===== config.mk =====
export PLATFORM = sky130hd
export DESIGN_NAME = apb_req_arbiter
export DESIGN_NICKNAME = d
export VERILOG_FILES = /design/src/rtl/apb_req_arbiter.sv
export SDC_FILE = /design/constraint.sdc
export NUM_CORES = 1
export LEC_CHECK = 0
export ABC_CLOCK_PERIOD_IN_PS = 5700
export CAP_MARGIN = 25
export CORE_UTILIZATION = 40
export DETAILED_ROUTE_END_ITERATION = 7
export PLACE_DENSITY_LB_ADDON = 0.1
export SLEW_MARGIN = 20
export SYNTH_ARGS = -nofsm -noshare
export SYNTH_HDL_FRONTEND = slang
export SYNTH_SLANG_ARGS = --single-unit

===== constraint.sdc =====
create_clock -name PCLK -period 5.7 [get_ports PCLK]
set_clock_uncertainty 0.1 [all_clocks]
set_input_delay 1.425 -clock PCLK [delete_from_list [all_inputs] [get_ports PCLK]]
set_output_delay 1.425 -clock PCLK [all_outputs]
set_load 0.1 [all_outputs]

===== src/rtl/apb_req_arbiter.sv =====
// apb_req_arbiter: two-requester round-robin front end for a single APB master.
//
// A requester with a pending transfer is accepted in IDLE (reqN_ready pulses
// in the same cycle and the request fields are latched). The block then runs
// the APB SETUP and ACCESS phases and reports completion with a one-cycle
// reqN_done pulse that carries reqN_err. Read data is kept in reqN_rdata
// until the next completion for that requester.
//
// Ports
//   PCLK, PRESET             clock, asynchronous active-high reset
//   reqN_valid/write/addr/wdata   request from requester N (N = 0, 1)
//   reqN_ready               accept pulse; fields are captured this cycle
//   reqN_done/err/rdata      completion pulse, error status, read data
//   PSEL/PENABLE/PADDR/PWRITE/PWDATA   registered APB master outputs
//   PREADY/PRDATA/PSLVERR    APB slave response
//
// Optional feature: define APB_TIMEOUT_EN to bound the ACCESS phase to
// TIMEOUT_CYC cycles; an expired transfer completes with err=1 and
// rdata=32'hDEADBEEF. Without it, ACCESS waits for PREADY indefinitely.
module apb_req_arbiter #(
  parameter int TIMEOUT_CYC = 16
) (
  input  logic        PCLK,
  input  logic        PRESET,
  input  logic        req0_valid,
  input  logic        req0_write,
  input  logic [31:0] req0_addr,
  input  logic [31:0] req0_wdata,
  output logic        req0_ready,
  output logic        req0_done,
  output logic [31:0] req0_rdata,
  output logic        req0_err,
  input  logic        req1_valid,
  input  logic        req1_write,
  input  logic [31:0] req1_addr,
  input  logic [31:0] req1_wdata,
  output logic        req1_ready,
  output logic        req1_done,
  output logic [31:0] req1_rdata,
  output logic        req1_err,
  output logic        PSEL,
  output logic        PENABLE,
  output logic [31:0] PADDR,
  output logic        PWRITE,
  output logic [31:0] PWDATA,
  input  logic        PREADY,
  input  logic [31:0] PRDATA,
  input  logic        PSLVERR
);

  typedef enum logic [1:0] {IDLE, SETUP, ACCESS} state_t;

  state_t      state_q, state_d;
  logic        gnt_q, gnt_d;     // requester owning the in-flight transfer
  logic        last_q, last_d;   // requester granted most recently
  logic        psel_q, psel_d, penable_q, penable_d, pwrite_q, pwrite_d;
  logic [31:0] paddr_q, paddr_d, pwdata_q, pwdata_d;
  logic [1:0]  done_q, done_d, err_q, err_d;
  logic [31:0] rdata0_q, rdata0_d, rdata1_q, rdata1_d;
  logic [1:0]  ready;
  logic        pick;
  logic        timeout;
  logic [31:0] fin_rdata;

`ifdef APB_TIMEOUT_EN
  localparam int CW = $clog2(TIMEOUT_CYC) + 1;
  logic [CW-1:0] cnt_q, cnt_d;

  always_comb begin
    cnt_d = '0;
    if (state_q == ACCESS) cnt_d = cnt_q + 1'b1;
  end

  // cnt_q holds the number of ACCESS cycles already spent, so the last
  // permitted cycle is cnt_q == TIMEOUT_CYC-1; a PREADY there still wins.
  assign timeout = (state_q == ACCESS) && !PREADY && (cnt_q == CW'(TIMEOUT_CYC - 1));

  always_ff @(posedge PCLK or posedge PRESET) begin
    if (PRESET) cnt_q <= '0;
    else        cnt_q <= cnt_d;
  end
`else
  logic timeout_unused;
  assign timeout_unused = (TIMEOUT_CYC > 0);
  assign timeout        = 1'b0;
`endif

  always_comb begin
    state_d   = state_q;
    gnt_d     = gnt_q;
    last_d    = last_q;
    psel_d    = psel_q;
    penable_d = penable_q;
    pwrite_d  = pwrite_q;
    paddr_d   = paddr_q;
    pwdata_d  = pwdata_q;
    done_d    = '0;
    err_d     = '0;
    rdata0_d  = rdata0_q;
    rdata1_d  = rdata1_q;
    ready     = '0;
    fin_rdata = '0;
    // Both valid: take the one not served last. One valid: take it.
    pick      = (req0_valid && req1_valid) ? ~last_q : req1_valid;

    case (state_q)
      IDLE: begin
        if (req0_valid || req1_valid) begin
          ready[pick] = 1'b1;
          gnt_d       = pick;
          last_d      = pick;
          psel_d      = 1'b1;
          penable_d   = 1'b0;
          pwrite_d    = pick ? req1_write : req0_write;
          paddr_d     = pick ? req1_addr  : req0_addr;
          pwdata_d    = pick ? req1_wdata : req0_wdata;
          state_d     = SETUP;
        end
      end
      SETUP: begin
        penable_d = 1'b1;
        state_d   = ACCESS;
      end
      ACCESS: begin
        if (PREADY || timeout) begin
          psel_d        = 1'b0;
          penable_d     = 1'b0;
          state_d       = IDLE;
          done_d[gnt_q] = 1'b1;
          err_d[gnt_q]  = timeout ? 1'b1 : PSLVERR;
          if (timeout)       fin_rdata = 32'hDEADBEEF;
          else if (!pwrite_q) fin_rdata = PRDATA;
          if (gnt_q) rdata1_d = fin_rdata;
          else       rdata0_d = fin_rdata;
        end
      end
      default: state_d = IDLE;
    endcase
  end

  always_ff @(posedge PCLK or posedge PRESET) begin
    if (PRESET) begin
      state_q   <= IDLE;
      gnt_q     <= 1'b0;
      last_q    <= 1'b1;   // "req1 was last" so req0 wins the first tie
      psel_q    <= 1'b0;
      penable_q <= 1'b0;
      pwrite_q  <= 1'b0;
      paddr_q   <= '0;
      pwdata_q  <= '0;
      done_q    <= '0;
      err_q     <= '0;
      rdata0_q  <= '0;
      rdata1_q  <= '0;
    end else begin
      state_q   <= state_d;
      gnt_q     <= gnt_d;
      last_q    <= last_d;
      psel_q    <= psel_d;
      penable_q <= penable_d;
      pwrite_q  <= pwrite_d;
      paddr_q   <= paddr_d;
      pwdata_q  <= pwdata_d;
      done_q    <= done_d;
      err_q     <= err_d;
      rdata0_q  <= rdata0_d;
      rdata1_q  <= rdata1_d;
    end
  end

  assign req0_ready = ready[0];
  assign req1_ready = ready[1];
  assign req0_done  = done_q[0];
  assign req1_done  = done_q[1];
  assign req0_err   = err_q[0];
  assign req1_err   = err_q[1];
  assign req0_rdata = rdata0_q;
  assign req1_rdata = rdata1_q;
  assign PSEL       = psel_q;
  assign PENABLE    = penable_q;
  assign PADDR      = paddr_q;
  assign PWRITE     = pwrite_q;
  assign PWDATA     = pwdata_q;

endmodule


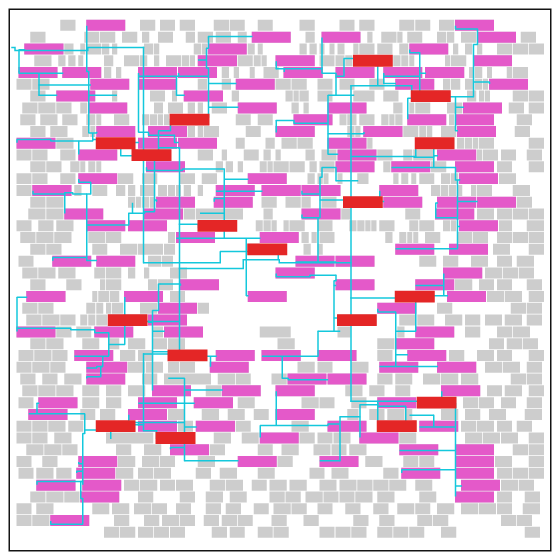
Run 1: clock network drawn from the DEF
[magenta] flip-flops | count: 139
[cyan] clock wires | length: 1700 um
[red] clock drivers | count: 17
routed clock nets: 18
flops lie: all over the die
later-pin clock latency in the skew report: 0.41 ns

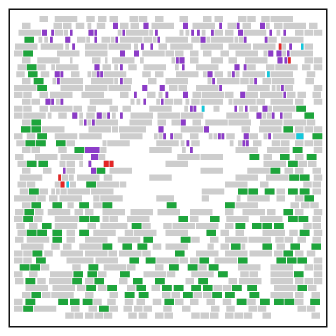
Run 1: selected gate families
[red] nor cells | cells: 6 | most used: nor2_1
[green] mux cells | cells: 131 | most used: mux2_2
[cyan] inv cells | cells: 5 | most used: inv_1
[purple] nand cells | cells: 101 | most used: nand2_1
commonest non-fill, non-tap cell in the layout: sky130_fd_sc_hd__clkdlybuf4s50_1
Comb area share: 24.0%

==> run summary, run 1 <==
Notes on the physical implementation.

- The flow ran to the end, and the final reports show no timing, DRC or antenna violations.
- Port buffering added 304 buffers.
- The endpoint required time on the critical path is 4.18 ns, for reference.
- The post-synthesis sequential area ratio is 57.9%, for reference.
- Once detail routing completed, the nets flagged for antenna violations numbered 0.
- The via count of the first global-routing pass was 5051.
- The number of hold buffers added after CTS was 0.
- Per the TritonCTS log, the buffer count is 17.
- The die is 125 um wide.
- For this run, the detailed router's first-pass iteration total came to 4.
- The critical-path maximum fanout is 3, for reference.
- The slack of the worst reg-to-reg path is 3.44 ns, for reference.
- The HPWL after detailed placement is 11800 um, for reference.
- After detailed routing, the number of remaining DRC violations is 0.
- According to the finish report, the design has a final net count of 952.
- Counting both buffers and inverters, the worst setup path holds a total of 2.
- The fraction of synthesized cell area taken by the top area cell type is 57.5%, for reference.
- The number of cells on the worst hold path is 2, for reference.
- The placed cell count is 949, for reference.
- The number of distinct library cell variants in the gate-level netlist after synthesis is 26, for reference.
- The buffer cell driving the clock tree root is sky130_fd_sc_hd__clkbuf_16, for reference.
- The area of the mapped netlist is 6010 um^2, for reference.
- Per the final timing report, the hold violations number 0.
- The cell count in the Yosys report is 485, for reference.
- 0 antenna diodes ended up in the layout.
- Once iteration 0 of detailed routing completed, the report listed 204 DRC markers.
- By area the synthesized netlist is led by sky130_fd_sc_hd__dfrtp_1, sky130_fd_sc_hd__mux2_2, sky130_fd_sc_hd__o21ai_0.
- Measured against its own limit, the worst slew margin works out to 30.3%.
- Looking at the clock tree report, the maximum root-to-sink buffer count equals 2.
- The area of the placeable core is 14600 um^2, for reference.
- The first global-routing pass estimated 26300 um of wire.
- The critical path is of the in -> out type.
- The initial antenna violation count is 0, for reference.
- In this run the worst hold path is classified as reg -> reg.
- The startpoint of the lowest-slack register-to-register path is last_q, for reference.
- The number of nets at floorplan is 653, for reference.
- Walking the worst path, the cells encountered are clkdlybuf4s50_1 -> a21bo_2 -> nor3_1 -> buf_4.
- Buffers added to address setup during post-CTS repair amount to 0.
- The longest incremental delay of any stage on the critical path is reported as 0.49 ns.
- The area of the synthesized netlist per yosys stat is 6010 um^2, for reference.
- Once layout is complete, the cells apart from fillers number 981.
- The cell family contributing the most delay on the critical path is buffers and inverters.
- According to the I/O placement log, the pin count is 305.
- For this run, the number of Yosys warnings is 0.
- Post-CTS repair ended up resizing 0 cells.
- The final timing summary puts the cycle share of the worst path at 74.3%.
- The chip occupies 15500 um^2.
- The global-route usage over all layers is 21.7%, for reference.
- The via count normalized by instance count is 4.85, for reference.
- The floorplan die height is 125 um, for reference.
- The transition time recorded at the tightest slew-check pin is 1.04 ns.
- The number of core rows is 44, for reference.
- After synthesis the netlist holds a flip-flop and latch count of 139.
- STA shows the worst reg2reg path with a cell count of 4.
- The final worst-path setup slack is 1.47 ns, for reference.
- The maximum achievable frequency is 236 MHz, for reference.
- The ratio of cells with drive above 1 in the final layout is 18.3%, for reference.
- The final weighted congestion in routability-driven placement is 0.767, for reference.
- The worst path arrival time is 2.71 ns, for reference.
- Setup repair after global routing left no endpoint under its margin.
- The synthesized design spends more area on one cell type than any other, namely sky130_fd_sc_hd__dfrtp_1.
- TritonCTS built the clock tree.
- The worst setup slack before clock tree synthesis is 1.47 ns, for reference.
- In the synthesized netlist, the number of instances is 485.
- Counting I/O delays and the setup requirement, the final critical path takes 4.23 ns.
- The max-capacitance violation count is 0, for reference.
- The end of the worst register-to-register path is PWDATA[7], for reference.
- In the final report, the number of endpoints failing setup comes to 0.
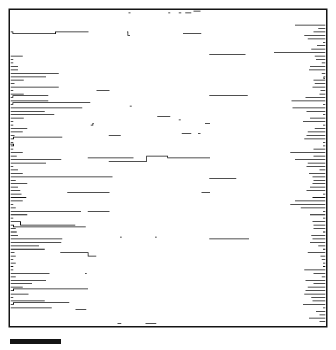
Run 1: met3 routing
Scale bar: 20 um.
main direction: horizontal
share of all routed wire: 8.2%
nets with wire on the layer: 174
global routing usage on met3: 7.90%
number of vias after detailed routing: 4755
total wirelength of the detailed-routed design: 16200 um

==> run 1: kinds of logic after synthesis <==
| kind of cell | share of synthesized area [%] |
|---|---|
| AOI/OAI and AO/OA | 6.06 |
| buffers and inverters | 3.08 |
| DFF | 57.9 |
| muxes | 24.5 |
| and+or+nand+nor | 8.45 |
==> run 1: worst min-delay path: stages, from the launching register on <==
cell	delay, ns
sky130_fd_sc_hd__dfrtp_1	0.34
sky130_fd_sc_hd__nand2_1	0.04
sky130_fd_sc_hd__o21ai_0	0.06
==> run 1: per-layer routing <==
layer | track usage, % | routed length (um) | part of all wire, % | vias to the layer above
li1 | - | - | - | 2258
met1 | 24.7 | 6460 | 40 | 2266
met2 | 36.7 | 7970 | 49 | 199
met3 | 7.90 | 1330 | 8.2 | 32
met4 | 9.50 | 484 | 3.0 | 0
met5 | 0 | 0 | 0 | -
==> run 1: sequential cells by signal, summed over array words and instances (netlist names) <==
signal	cells
last_q	1
req1_rdata	32
PWDATA	32
PENABLE	1
req0_rdata	32
PWRITE	1
err_q	2
gnt_q	1
state_q	2
done_q	2
PADDR	32
PSEL	1
==> run 1: synthesized netlist by cell type, drive strengths merged <==
master,instances
dfrtp,138
mux2,130
nand2,66
o21ai,66
nand2b,33
clkbuf,16
buf,15
inv,5
nor2,3
a21oi,2
nor3,2
a21bo,1
a21o,1
a31oi,1
and2,1
dfstp,1
mux2i,1
nand4b,1
nand4bb,1
nor2b,1
==> run 1: cells in the final DEF (no fill, tap or decap), types with 4 or more instances in the layout <==
master / n
sky130_fd_sc_hd__dfrtp_1: 138
sky130_fd_sc_hd__mux2_1: 28
sky130_fd_sc_hd__o21ai_0: 65
sky130_fd_sc_hd__clkinvlp_4: 4
sky130_fd_sc_hd__mux2_2: 102
sky130_fd_sc_hd__nand2b_1: 33
sky130_fd_sc_hd__clkdlybuf4s50_1: 302
sky130_fd_sc_hd__clkbuf_16: 17
sky130_fd_sc_hd__buf_4: 8
sky130_fd_sc_hd__nand2_1: 66
==> run 1: worst max-delay path by stage <==
stage | startpoint | end | slack [ns] | cells after the start
floorplan | req1_valid | req1_ready | 0.17 | 4
global placement | req1_valid | req1_ready | 1.47 | 4
detailed placement | req1_valid | req1_ready | 1.47 | 4
CTS | req1_valid | req1_ready | 1.46 | 4
global route | req1_valid | req1_ready | 1.35 | 4
finish | req1_valid | req1_ready | 1.47 | 4
==> run 1: layout make-up <==
type / count / area, um^2
Fill cell: 1139 / 4800
Sequential cell: 139 / 3480
Timing Repair Buffer: 311 / 3100
Multi-Input combinational cell: 310 / 2350
Clock buffer: 21 / 460
Tap cell: 184 / 230
Clock inverter: 11 / 144
Inverter: 5 / 23.8
==> run 1: metrics by stage <==
step	utilization (%)	instance area (um^2)	hold slack [ns]
2_1_floorplan	-	6010	0.365
3_3_place_gp	63.0	9190	0.361
3_5_place_dp	63.0	9190	0.369
4_1_cts	67.1	9790	0.382
5_1_grt	67.1	9790	0.396
6_report	67.1	9790	0.376
Run 1, met2 routing:
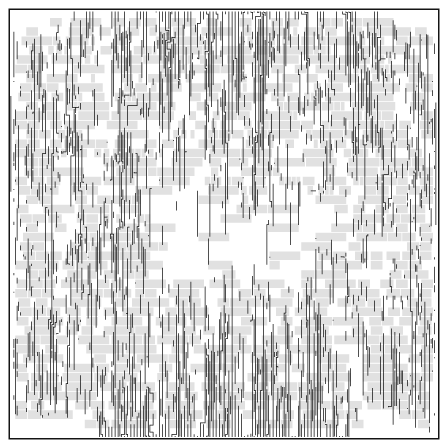

==> run 1 -> run 2 <==
Settings changed: ABC_CLOCK_PERIOD_IN_PS 5700 to 4100.
Clock period 5.7 ns to 4.1 ns, I/O delays scaled along.
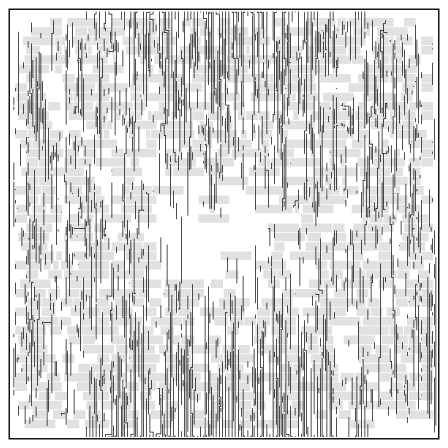
Run 2: met2 routing
wire length on this layer: 8410 um
share of all routed wire: 51%
main direction: vertical
nets with wire on the layer: 844

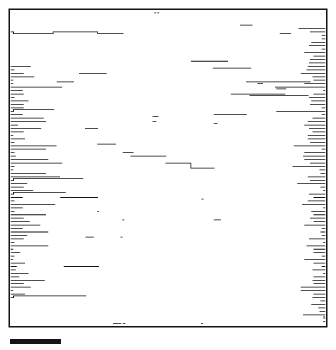
Run 2: met3 routing
Scale bar: 20 um.
share of all routed wire: 7.6%
wire length on this layer: 1260 um
main direction: horizontal
number of vias after detailed routing: 4785
global routing usage on met3: 7.13%
total wirelength of the detailed-routed design: 16500 um

==> run summary, run 2 <==
Notes on the physical implementation.

- The source of the worst hold timing path is req0_rdata[2], for reference.
- Looking at the clock tree report, the H-tree level count equals 4.
- The floorplan die height is 125 um, for reference.
- The buffer cell driving the clock tree root is sky130_fd_sc_hd__clkbuf_16, for reference.
- The number of distinct library cell variants in the gate-level netlist after synthesis is 26, for reference.
- The leading register cell type out of synthesis is sky130_fd_sc_hd__dfrtp_1, for reference.
- The end-of-flow timing check tallies setup violations at 0.
- Across every metal layer, demand over resource in global routing totals 22.2%.
- According to the finish report, the design has a final net count of 952.
- Yosys reported that registers with async set or reset make up 100%.
- STA lists the maximum fanout along the critical path as 14.
- The number of pins with negative max-slew slack in the final report is 0, for reference.
- The endpoint required time on the critical path is 2.97 ns, for reference.
- The buffers plus inverters on the worst setup path is 2, for reference.
- The number of antenna diodes in the final layout is 0.
- The global-route track usage on met2 is 37.8%, for reference.
- Summing every instance area after synthesis gives 6010 um^2.
- The maximum achievable frequency is 286 MHz, for reference.
- The clock net sink count is 139, for reference.
- The pin count of the biggest net entering global routing is 140, for reference.
- According to the timing report, the arrival time at the worst endpoint equals 2.37 ns.
- The placement summary gives the final routability congestion estimate as 0.745.
- On the worst path, the slowest cell contributes a delay of 0.51 ns.
- The HPWL after detailed placement is 11800 um.
- The initial antenna violation count came to 0.
- TritonCTS built the clock tree.
- 305 I/O pins were placed.
- In the finished design, the share of the clock period the worst path needs comes to 85.3%.
- The run finished with clean final reports.
- The number of nets handed over by synthesis was 653.
- The number of DRC violations after detailed-routing iteration 0 is 256, for reference.
- Once detail routing completed, the nets flagged for antenna violations numbered 0.
- Once placement finished, the instance area stood at 9210 um^2.
- The critical setup path kind is in -> out, for reference.
- Synthesis inferred 139 register bits.
- As reported, the later end of the worst-skew pair has a clock insertion delay of 0.41 ns.
- By area the synthesized netlist is led by sky130_fd_sc_hd__dfrtp_1, sky130_fd_sc_hd__mux2_2, sky130_fd_sc_hd__o21ai_0.
- The library cell used most frequently in the layout, excluding fill and tap cells, is sky130_fd_sc_hd__clkdlybuf4s50_1.
- The number of gates resized after CTS was 0.
- The pre-antenna-repair detailed-routing pass consisted of 4 iterations.
- STA classifies the critical path startpoint as an input port.
- From synthesis to final layout, the design area changed by 62.8%.
- Leaving out fill and tap cells, the most frequent cells in the layout are sky130_fd_sc_hd__clkdlybuf4s50_1, sky130_fd_sc_hd__dfrtp_1, sky130_fd_sc_hd__mux2_2.
- The final critical-path required period is 3.50 ns, for reference.
- The area of the placeable core is 14600 um^2, for reference.
- The via count of the first global-routing pass is 4926, for reference.
- In this run, synthesis inferred 0 flip-flops with an integrated enable.
- Per the Yosys statistics, synthesis produced 485 cells.
- Note that the worst hold path type here is reg -> reg.
- For this sky-water flow run, the detailed-routed wirelength per cell is reported as 16.9 um.
- The report lists the cells along the critical path as clkdlybuf4s50_1 -> a21bo_2 -> nor3_2 -> buf_12.
- The max-capacitance violation count is 0, for reference.
- Per the final layout report, the fraction of cells sized above drive strength 1 comes to 18.7%.
- Per the post-synthesis stats, the area per cell is 12.4 um^2.
- The maximum buffer depth of the clock tree is 2, for reference.
- The fraction of synthesized cell area taken by the top area cell type is 57.5%, for reference.
- For reference, the top cells by count after synthesis are sky130_fd_sc_hd__dfrtp_1, sky130_fd_sc_hd__mux2_2, sky130_fd_sc_hd__nand2_1, sky130_fd_sc_hd__o21ai_0, sky130_fd_sc_hd__nand2b_1.
- On the critical path, the stage with the largest delay is an instance of sky130_fd_sc_hd__clkdlybuf4s50_1.
- Sequential cells were found to cover 57.9% of the synthesized design area.
- Global routing used 25.8% of the available met1 tracks.
- The clock buffer count from CTS is 17, for reference.
- After global routing the overflow that remains totals 0.
- The number of buffers inserted to repair setup after CTS is 0, for reference.
- For reference, the placement row count at floorplan is 44.
- Setup repair after global routing left no endpoint under its margin.
- The CTS clock-pin slew for the worst setup and hold paths is 0.06 ns, for reference.
- The post-route DRC violation count is 0, for reference.
- The overall die area is 15500 um^2, for reference.
- The transition time at the pin with the least slew margin is 1.06 ns, for reference.
- The type of element capturing the critical path is an output pin, for reference.
- The die extent in x is 125 um, for reference.
- The final-report hold violation count is 0, for reference.
- The global routing's busiest layer is met2, for reference.
- The tally of OpenROAD warnings is 28, for reference.
- After clock tree synthesis, the flow added hold-fix buffers numbering 0.
- Of all cell types, the one taking the most synthesized area is sky130_fd_sc_hd__dfrtp_1.
- In this run the tool buffered the top-level ports with 304 buffer cells.
- The most numerous cell in the Yosys netlist is sky130_fd_sc_hd__dfrtp_1, for reference.
- Grouping stages by cell kind, the critical path spends the most delay in buffers and inverters.
- Yosys reports a chip area of 6010 um^2.
- The number of warnings printed during yosys synthesis is 0, for reference.
- The startpoint of the lowest-slack register-to-register path is last_q, for reference.
- The aggregate negative setup slack is 0 ns, for reference.
- The wire length of the first global-routing pass is 26900 um, for reference.
- The via count normalized by instance count is 4.88, for reference.
- The origin of the worst setup path is req1_valid, for reference.
- Per the post-synthesis report, the number of cells in the design is 485.
- The relative slew slack is 29.3%, for reference.
- In the floorplan report the effective utilization is 41.2%.
- Once layout is done, the placed cells without fillers occupy 9790 um^2.
run 2: path summary, 6_finish.rpt:
path	to	slack (ns)	depth (start not counted)
setup / recovery	req1_ready	0.60	4
hold / removal	req0_rdata[2]	0.38	2
hold reg to reg	req0_rdata[2]	0.38	2
max in group asynchronous	req0_rdata[10]	2.27	3
min in group asynchronous	PWDATA[9]	1.10	3
setup reg to reg	PADDR[24]	1.66	4
run 2: layout make-up:
type | instances | area [um^2]
fill | 1082 | 4800
clock inverter | 14 | 148
inverter | 5 | 22.5
sequential | 139 | 3480
multi-input combinational | 310 | 2360
clock buffer | 17 | 425
tap | 184 | 230
timing repair buffer | 311 | 3130
run 2: cells by family after synthesis:
family	synth area share (%)
DFF	57.9
muxes	24.5
and+or+nand+nor	8.45
AOI/OAI and AO/OA	6.06
buffers and inverters	3.08
run 2: worst register-to-register path: stages (launching register included):
cell and delay [ns]:
sky130_fd_sc_hd__dfstp_2 0.55, sky130_fd_sc_hd__a21bo_2 0.33, sky130_fd_sc_hd__buf_4 0.64, sky130_fd_sc_hd__mux2_2 0.46
sky130_fd_sc_hd__mux2_2 0.26
run 2: stage by stage:
stage          worst slack, ns  cells  util [%]  hold slack, ns
2_1_floorplan            0.261    485         -           0.365
3_3_place_gp             0.641    949      63.2           0.363
3_5_place_dp             0.608    949      63.2           0.369
4_1_cts                  0.601    980      67.1           0.383
5_1_grt                  0.540    980      67.1           0.409
6_report                 0.603    980      67.1           0.378
run 2: metal layers:
| metal | routed length, um | vias up | share of wire [%] |
|---|---|---|---|
| met5 | 0 | - | 0 |
| li1 | - | 2260 | - |
| met1 | 6460 | 2298 | 39 |
| met4 | 413 | 0 | 2.5 |
| met3 | 1260 | 25 | 7.6 |
| met2 | 8410 | 202 | 51 |
